Fig. 1: run 1, cells by drive strength
Drawn at 6 px/um.
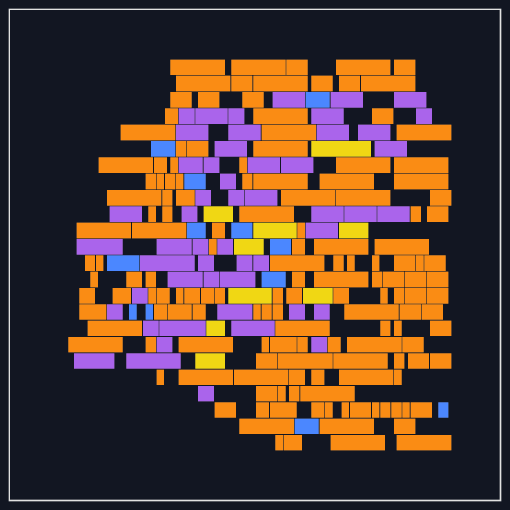
Fig. 2: run 1, signal wires on met2
Drawn at 4 px/um.
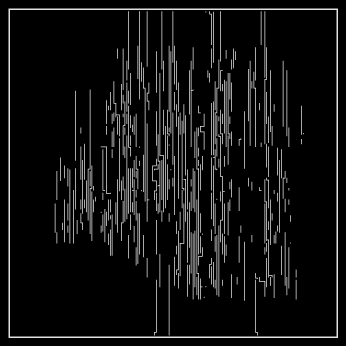
Fig. 3: run 1, layout detail
Region (28, 28) to (53, 53) um. Cells in grey, sequential cells in the stronger grey; small squares are vias.
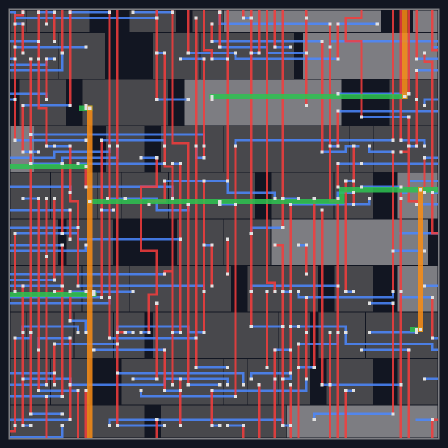
Fig. 4: run 1, track usage over the die
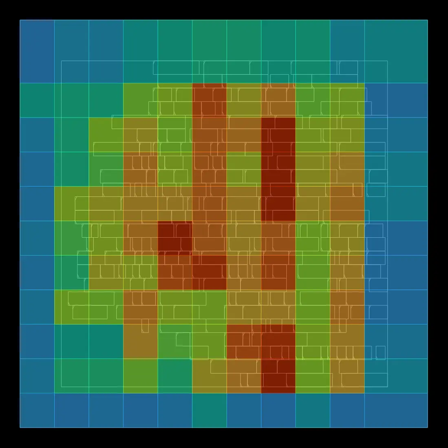
**src/rtl/spi_slave_if_if.sv**
```systemverilog
// Purpose: serial pins plus the RAM-facing word/byte signals of the SPI slave front-end.
// Latency: none (signal bundle only).
// Backpressure: none; rx_valid is a strobe and tx_valid is a level from the RAM.
interface spi_slave_if_if #(
    parameter int WORD_W = 10,
    parameter int DATA_W = 8
);
    logic              MOSI;
    logic              SS_n;
    logic              MISO;
    logic [WORD_W-1:0] rx_data;
    logic              rx_valid;
    logic [DATA_W-1:0] tx_data;
    logic              tx_valid;

    modport slave (
        input  MOSI,
        input  SS_n,
        input  tx_data,
        input  tx_valid,
        output MISO,
        output rx_data,
        output rx_valid
    );

    modport master (
        output MOSI,
        output SS_n,
        output tx_data,
        output tx_valid,
        input  MISO,
        input  rx_data,
        input  rx_valid
    );
endinterface

```
**src/rtl/spi_slave_if.sv**
```systemverilog
// Purpose: SPI slave; deserialises 10-bit {cmd,payload} words, serialises one RAM read byte on MISO.
// Latency: rx_valid/rx_data one cycle after the 10th bit; read byte loads at E12 or later, MISO bits follow.
// Backpressure: none; tx_valid is waited on (from E12) until SS_n rises, which aborts everything.
module spi_slave_if #(
    parameter int WORD_W = 10,
    parameter int DATA_W = 8
) (
    input  logic           clk,
    input  logic           rst_n,
    spi_slave_if_if.slave  bus
);

    typedef enum logic [2:0] {
        IDLE      = 3'd0,
        CHK_CMD   = 3'd1,
        WRITE     = 3'd2,
        READ_ADD  = 3'd3,
        READ_DATA = 3'd4
    } state_t;

    // Read-back sequencing inside READ_DATA once the word is complete.
    typedef enum logic [1:0] {
        TX_OFF   = 2'd0,   // nothing to send (or byte already sent)
        TX_GAP   = 2'd1,   // E11: tx_valid deliberately ignored
        TX_WAIT  = 2'd2,   // E12 onward: first tx_valid loads the byte
        TX_SHIFT = 2'd3    // byte on its way out, MSB first
    } tx_phase_t;

    // bit_cnt counts word bits already shifted; LAST_BIT means the next one completes the word.
    localparam logic [3:0] LAST_BIT = 4'(WORD_W - 1);
    localparam logic [3:0] FULL_CNT = 4'(WORD_W);
    localparam logic [3:0] TX_BITS  = 4'(DATA_W);

    state_t              state;
    state_t              state_nxt;
    tx_phase_t           tx_phase;
    logic [3:0]          bit_cnt;
    logic [3:0]          tx_cnt;
    logic [WORD_W-2:0]   rx_shift;
    logic [DATA_W-1:0]   tx_shift;
    logic                rd_addr_seen;
    logic                capturing;

    assign capturing = (state == WRITE) || (state == READ_ADD) || (state == READ_DATA);

    // State register.
    always_ff @(posedge clk or negedge rst_n) begin
        if (!rst_n) begin
            state <= IDLE;
        end else begin
            state <= state_nxt;
        end
    end

    // Next-state decode: SS_n high always wins outside IDLE; command bit picks the branch.
    always_comb begin
        state_nxt = state;
        case (state)
            IDLE: begin
                if (!bus.SS_n) begin
                    state_nxt = CHK_CMD;
                end
            end
            CHK_CMD: begin
                if (bus.SS_n) begin
                    state_nxt = IDLE;
                end else if (!bus.MOSI) begin
                    state_nxt = WRITE;
                end else if (rd_addr_seen) begin
                    state_nxt = READ_DATA;
                end else begin
                    state_nxt = READ_ADD;
                end
            end
            WRITE, READ_ADD, READ_DATA: begin
                if (bus.SS_n) begin
                    state_nxt = IDLE;
                end
            end
            default: state_nxt = IDLE;
        endcase
    end

    // Word capture, read-address tracking and the MISO read-back shifter.
    always_ff @(posedge clk or negedge rst_n) begin
        if (!rst_n) begin
            bus.MISO     <= 1'b0;
            bus.rx_data  <= '0;
            bus.rx_valid <= 1'b0;
            bit_cnt      <= 4'd0;
            rx_shift     <= '0;
            rd_addr_seen <= 1'b0;
            tx_shift     <= '0;
            tx_cnt       <= 4'd0;
            tx_phase     <= TX_OFF;
        end else begin
            // Strobe and serial output fall back to 0 unless a branch below drives them.
            bus.rx_valid <= 1'b0;
            bus.MISO     <= 1'b0;

            if (state == IDLE) begin
                tx_phase <= TX_OFF;
                if (!bus.SS_n) begin
                    bit_cnt <= 4'd0;
                end
            end else if (bus.SS_n) begin
                // Frame abort/end: partial word dropped, rd_addr_seen kept.
                tx_phase <= TX_OFF;
            end else begin
                if (state == CHK_CMD) begin
                    rx_shift <= {rx_shift[WORD_W-3:0], bus.MOSI};
                    bit_cnt  <= 4'd1;
                end else if (capturing) begin
                    if (bit_cnt < LAST_BIT) begin
                        rx_shift <= {rx_shift[WORD_W-3:0], bus.MOSI};
                        bit_cnt  <= bit_cnt + 4'd1;
                    end else if (bit_cnt == LAST_BIT) begin
                        bus.rx_data  <= {rx_shift, bus.MOSI};
                        bus.rx_valid <= 1'b1;
                        bit_cnt      <= FULL_CNT;
                        if (state == READ_ADD) begin
                            rd_addr_seen <= 1'b1;
                        end
                        if (state == READ_DATA) begin
                            rd_addr_seen <= 1'b0;
                            tx_phase     <= TX_GAP;
                        end
                    end
                end

                case (tx_phase)
                    TX_GAP: begin
                        tx_phase <= TX_WAIT;
                    end
                    TX_WAIT: begin
                        if (bus.tx_valid) begin
                            tx_shift <= bus.tx_data;
                            tx_cnt   <= TX_BITS;
                            tx_phase <= TX_SHIFT;
                        end
                    end
                    TX_SHIFT: begin
                        bus.MISO <= tx_shift[DATA_W-1];
                        tx_shift <= {tx_shift[DATA_W-2:0], 1'b0};
                        tx_cnt   <= tx_cnt - 4'd1;
                        if (tx_cnt == 4'd1) begin
                            tx_phase <= TX_OFF;
                        end
                    end
                    default: ;
                endcase
            end
        end
    end

endmodule

```
**src/flat_wrapper.sv**
```systemverilog
// flat-port wrapper written by rule: the top's interface ports become plain ports
module spi_slave_if_flat 
#(
    parameter int WORD_W = 10,
    parameter int DATA_W = 8
)
  (clk, rst_n, bus_MOSI, bus_SS_n, bus_tx_data, bus_tx_valid, bus_MISO, bus_rx_data, bus_rx_valid);
  spi_slave_if_if #(.WORD_W(WORD_W), .DATA_W(DATA_W)) bus_i ();
  input  logic clk;
  input  logic rst_n;
  input wire logic [$bits(bus_i.MOSI)-1:0] bus_MOSI;
  input wire logic [$bits(bus_i.SS_n)-1:0] bus_SS_n;
  input wire logic [$bits(bus_i.tx_data)-1:0] bus_tx_data;
  input wire logic [$bits(bus_i.tx_valid)-1:0] bus_tx_valid;
  output wire logic [$bits(bus_i.MISO)-1:0] bus_MISO;
  output wire logic [$bits(bus_i.rx_data)-1:0] bus_rx_data;
  output wire logic [$bits(bus_i.rx_valid)-1:0] bus_rx_valid;
  assign bus_i.MOSI = bus_MOSI;
  assign bus_i.SS_n = bus_SS_n;
  assign bus_i.tx_data = bus_tx_data;
  assign bus_i.tx_valid = bus_tx_valid;
  assign bus_MISO = bus_i.MISO;
  assign bus_rx_data = bus_i.rx_data;
  assign bus_rx_valid = bus_i.rx_valid;
  spi_slave_if #(.WORD_W(WORD_W), .DATA_W(DATA_W)) u_core (.clk(clk), .rst_n(rst_n), .bus(bus_i));
endmodule
```
**config.mk**
```make
export PLATFORM = sky130hd
export DESIGN_NAME = spi_slave_if_flat
export DESIGN_NICKNAME = d
export VERILOG_FILES = /design/src/rtl/spi_slave_if_if.sv /design/src/rtl/spi_slave_if.sv /design/src/flat_wrapper.sv
export SDC_FILE = /design/constraint.sdc
export NUM_CORES = 1
export LEC_CHECK = 0
export CAP_MARGIN = 10
export CORE_MARGIN = 8
export CORE_UTILIZATION = 50
export CTS_CLUSTER_DIAMETER = 40
export DETAILED_ROUTE_END_ITERATION = 12
export PLACE_DENSITY = 0.75
export SLEW_MARGIN = 20
export SYNTH_ARGS = -nofsm -noshare
export SYNTH_HDL_FRONTEND = slang
export SYNTH_SLANG_ARGS = --single-unit
```
**constraint.sdc**
```tcl
create_clock -name clk -period 1.7 [get_ports clk]
set_input_delay 0.34 -clock clk [delete_from_list [all_inputs] [get_ports clk]]
set_output_delay 0.34 -clock clk [all_outputs]
set_load 0.01 [all_outputs]
```
==> flow_summary.yaml, run 1 <==
# implementation run metrics
critical_path:
  crit_type: "reg -> reg"
  reg2reg_from: "u_core.bit_cnt[1]$_DFFE_PN0P_"
  max_stage_delay_ns: 0.40
  crit_chain: "inv_2 > ha_4 > or2b_1 > nand2b_1 > and4bb_4 > buf_16 > mux2_4"
  reg2regPathDepth: 7
  cp.arrival_ns: 1.98
  critPathLaunch: "u_core.bit_cnt[1]$_DFFE_PN0P_"
  endpoint: "u_core.rx_shift[8]$_DFFE_PN0P_"
  r2r-end: "u_core.rx_shift[8]$_DFFE_PN0P_"
  cp.required_ns: 1.89
yosys:
  synth.ff_latch_count: 43
  most_common_cell: "dfrtp_1"
  synth.cellmix.compoundShare: 0.1150
  simple_gate_share: 0.1360
  avgSynthCellArea_sq_um: 12.23
  ys_cells: 176
  async_flop_share: 1.000
  syn_inst: 176
  synth-edff-count: 0
  yosysSeqAreaShare: 0.4997
  adder_share: 0.02905
  netlist_logic_family_top: "multiplexers"
  ys_top_cells_by_area: "dfrtp_1, mux2_4, mux2i_1"
  synth_top_flop_cell: "dfrtp_1"
clocking:
  worstSkewPairLatency_ns: 0.30
  cts_hold_buf: 0
  cts_max_level: 2
  cts_resized: 3
  clk_pin_slew_ns: 0.09
  numClockSinks: 43
status:
  violations: "setup timing"
  status: "finished with violations"
drt:
  dr_total_vias: 1489
  drt_wl_total_um: 4630
  drt_iter0_markers: 105
sta:
  max_freq_mhz: 559.2
  setup_ws_ns: -0.08826
  setup_viol: 9
  clock_skew_ns: 0.008423
  worst_pin_slew_ns: 0.6720
global_routing:
  grt_max_degree: 31
  antenna_found_initial: 0
place:
  port_buffers: 24
final_layout:
  seqCellArea_sq_um: 1076
  mostFrequentLayoutCell: "dfrtp_1"
  mostFrequentLayoutCells: "dfrtp_1, clkdlybuf4s50_1, buf_4"
die:
  pin_count: 25
## Picture notes: Fig. 1
size	colour	cells
_3 and _4 cells	purple	52
_2 cells	blue	12
_0 and _1 cells	orange	149
_6 and larger	yellow	9

## Picture notes: Fig. 2
main direction	vertical
nets with wire on the layer	215
longest straight run	28.3 um
share of all routed wire	51%
wire length on this layer	2380 um

## Picture notes: Fig. 3
layer	colour
metal 1	blue
metal 3	green
metal 4	orange
metal 2	red
most frequent	buf_4 (11), dfrtp_1 (4)
netlist names of flops here include	`u_core.tx_phase` (2)
sequential cells in the window	4
cells with their middle in the window	50

## Picture notes: Fig. 4
met3 Usage GRT: 0.03282
GRT Max-Usage Layer: met2

run 1: sequential cells by signal, summed over array words and instances (netlist names):
signal / flops
u_core.rx_shift: 9
u_core.tx_phase: 2
u_core.tx_shift: 8
u_core.rd_addr_seen: 1
u_core.tx_cnt: 4
u_core.bus.rx_data: 10
u_core.state: 3
u_core.bus.rx_valid: 1
u_core.bus.MISO: 1
u_core.bit_cnt: 4
run 1: layer usage:
metal  routed length [um]  part of all wire
met4                   82             0.018
met1                 1952              0.42
met3                  216             0.047
met2                 2379              0.51
met5                    0                 0
run 1: stage by stage:
step / hold WS, ns / power, uW / instance area (sq um) / TNS, ns / setup WS [ns]
3_5_place_dp: 0.4185 / 1668 / 2567 / -0.8240 / -0.07683
6_report: 0.07022 / 2402 / 2780 / -0.7378 / -0.08826
2_1_floorplan: 0.04441 / 1509 / 2170 / -0.2186 / -0.02429
4_1_cts: 0.1046 / 2368 / 2721 / -0.6286 / -0.07501
3_3_place_gp: 0.4058 / 1641 / 2567 / -0.09478 / -0.01100
5_1_grt: 0.1251 / 2508 / 2780 / -1.138 / -0.1312
run 1: critical path: cells and delay by family, from the launching register on:
family / cells / cell delay (ns)
adders and majority gates: 1 / 0.15
DFF: 1 / 0.40
and+or+nand+nor: 3 / 0.62
muxes: 1 / 0.30
buffers and inverters: 2 / 0.21
run 1: cell type report:
type / count / area share
repair buffers: 47 / 0.1629
clock buffers: 5 / 0.02475
flip-flops and latches: 43 / 0.3870
clock inverters: 3 / 0.008551
multi-input cells: 114 / 0.3798
inverters: 10 / 0.01350
well taps: 52 / 0.02340
run 1: report_power, final:
part	total, uW	switching, uW	internal (uW)
logic	487	175	312
clock network	673	379	294
registers	1240	111	1130
Fig. 5: run 1, where the registers sit
Drawn at 4 px/um.
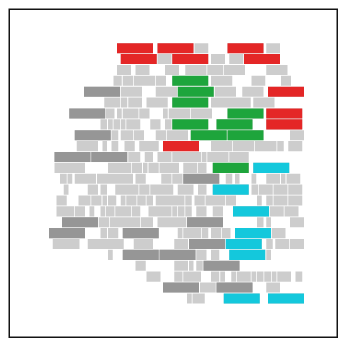

==> inputs of run 2 (changes only) <==
PLACE_DENSITY = 0.81   (was 0.75)
Fig. 6: run 2, where the registers sit
Drawn at 4 px/um.
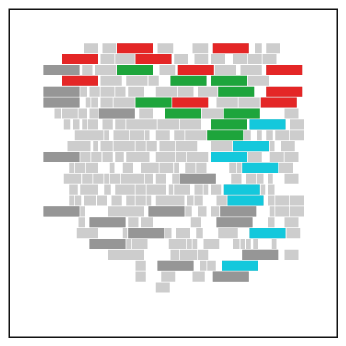
name in the netlist	colour	sequential cells
`u_core.bus.rx_data`	red	10
`u_core.rx_shift`	green	9
`u_core.tx_shift`	cyan	8
not coloured	16

==> flow_summary.yaml, run 2 <==
# implementation run metrics
yosys:
  synth.ff_latch_count: 43
  async_flop_share: 1.000
  syn_inst: 176
  yosysSeqAreaShare: 0.4997
  ys_cells: 176
  avgSynthCellArea_sq_um: 12.23
  ys_top_cells_by_area: "dfrtp_1, mux2_4, mux2i_1"
status:
  violations: "setup timing"
  status: "finished with violations"
global_routing:
  grt_max_degree: 20
  antenna_found_initial: 0
sta:
  max_freq_mhz: 556.3
  worst_pin_slew_ns: 0.4185
  setup_ws_ns: -0.09757
  setup_viol: 19
final_layout:
  largest_register_ff_count: 10
  top_register: "u_core.bus.rx_data"
  mostFrequentLayoutCell: "dfrtp_1"
  fin_area_sq_um: 2816
critical_path:
  cp.required_ns: 1.89
  reg2reg_from: "u_core.bit_cnt[1]$_DFFE_PN0P_"
  reg2regPathDepth: 7
  crit_type: "reg -> reg"
  cp_top_family: "simple AND/OR/NAND/NOR gates"
  crit_chain: "inv_2 > ha_4 > buf_4 > nor4_4 > nand3_2 > buf_6 > mux2_4"
  r2r-end: "u_core.bus.rx_data[5]$_DFFE_PN0P_"
clocking:
  clk_pin_slew_ns: 0.09
  numClockSinks: 43
  worstSkewPairLatency_ns: 0.30
  cts_hold_buf: 1
  cts_max_level: 2
drt:
  dr_wl_met3_um: 183
  wl_met1_um: 1985
  drt_iter0_markers: 62
  dr_wl_met2_um: 2112
  drt_wl_total_um: 4353
  topRoutingLayerUsed: "met4"
  dr_total_vias: 1467
place:
  port_buffers: 24
  postPlaceCellArea_sq_um: 2590
die:
  pin_count: 25
-- run 2: per-stage QoR --
stage | TNS, ns | hold slack, ns | power, uW | setup slack, ns
2_1_floorplan | -0.2186 | 0.04441 | 1509 | -0.02429
3_3_place_gp | 0 | 0.2798 | 1650 | 0.001384
3_5_place_dp | -0.5172 | 0.2925 | 1675 | -0.06654
4_1_cts | -0.7649 | 0.4969 | 2391 | -0.07917
5_1_grt | -2.702 | 0.5197 | 2492 | -0.1626
6_report | -1.288 | 0.4954 | 2377 | -0.09757
-- run 2: metal layers --
metal / vias to the layer above / global-route usage
li1: 726 / -
met1: 713 / 0.1663
met2: 20 / 0.2379
met3: 8 / 0.04376
met4: 0 / 0.05789
met5: - / 0
-- run 2: cell type report --
cell class	instances	area [sq um]
flip-flops and latches	43	1076
clock buffers	5	68.82
multi-input cells	114	1036
well taps	52	65.06
clock inverters	3	23.77
fillers	320	1448
inverters	10	37.54
repair buffers	56	509.2
-- run 2: cell families (layout without fill, tap and decap cells) --
family                     after synthesis  after routing  synth area share
and+or+nand+nor                         47             47            0.1360
DFF                                     43             43            0.4997
AOI/OAI and AO/OA                       34             34            0.1151
muxes                                   28             28            0.1714
buffers and inverters                   19             74           0.04881
adders and majority gates                5              5           0.02905
-- run 2: power by group --
group	switching, uW	internal [uW]
clock	361	293
sequential	108	1130
combinational	173	309
total	643	1730
-- run 2: worst max-delay path by stage --
stage | end | cells past startpoint
after floorplan | u_core.rx_shift[0]$_DFFE_PN0P_ | 7
after global placement | u_core.rx_shift[2]$_DFFE_PN0P_ | 7
after detailed placement | u_core.rx_shift[1]$_DFFE_PN0P_ | 7
after CTS | u_core.rx_shift[1]$_DFFE_PN0P_ | 8
after global routing | u_core.bus.rx_data[5]$_DFFE_PN0P_ | 7
final | u_core.bus.rx_data[5]$_DFFE_PN0P_ | 7
No activity file was given, so power comes from the tool's default toggle rates.
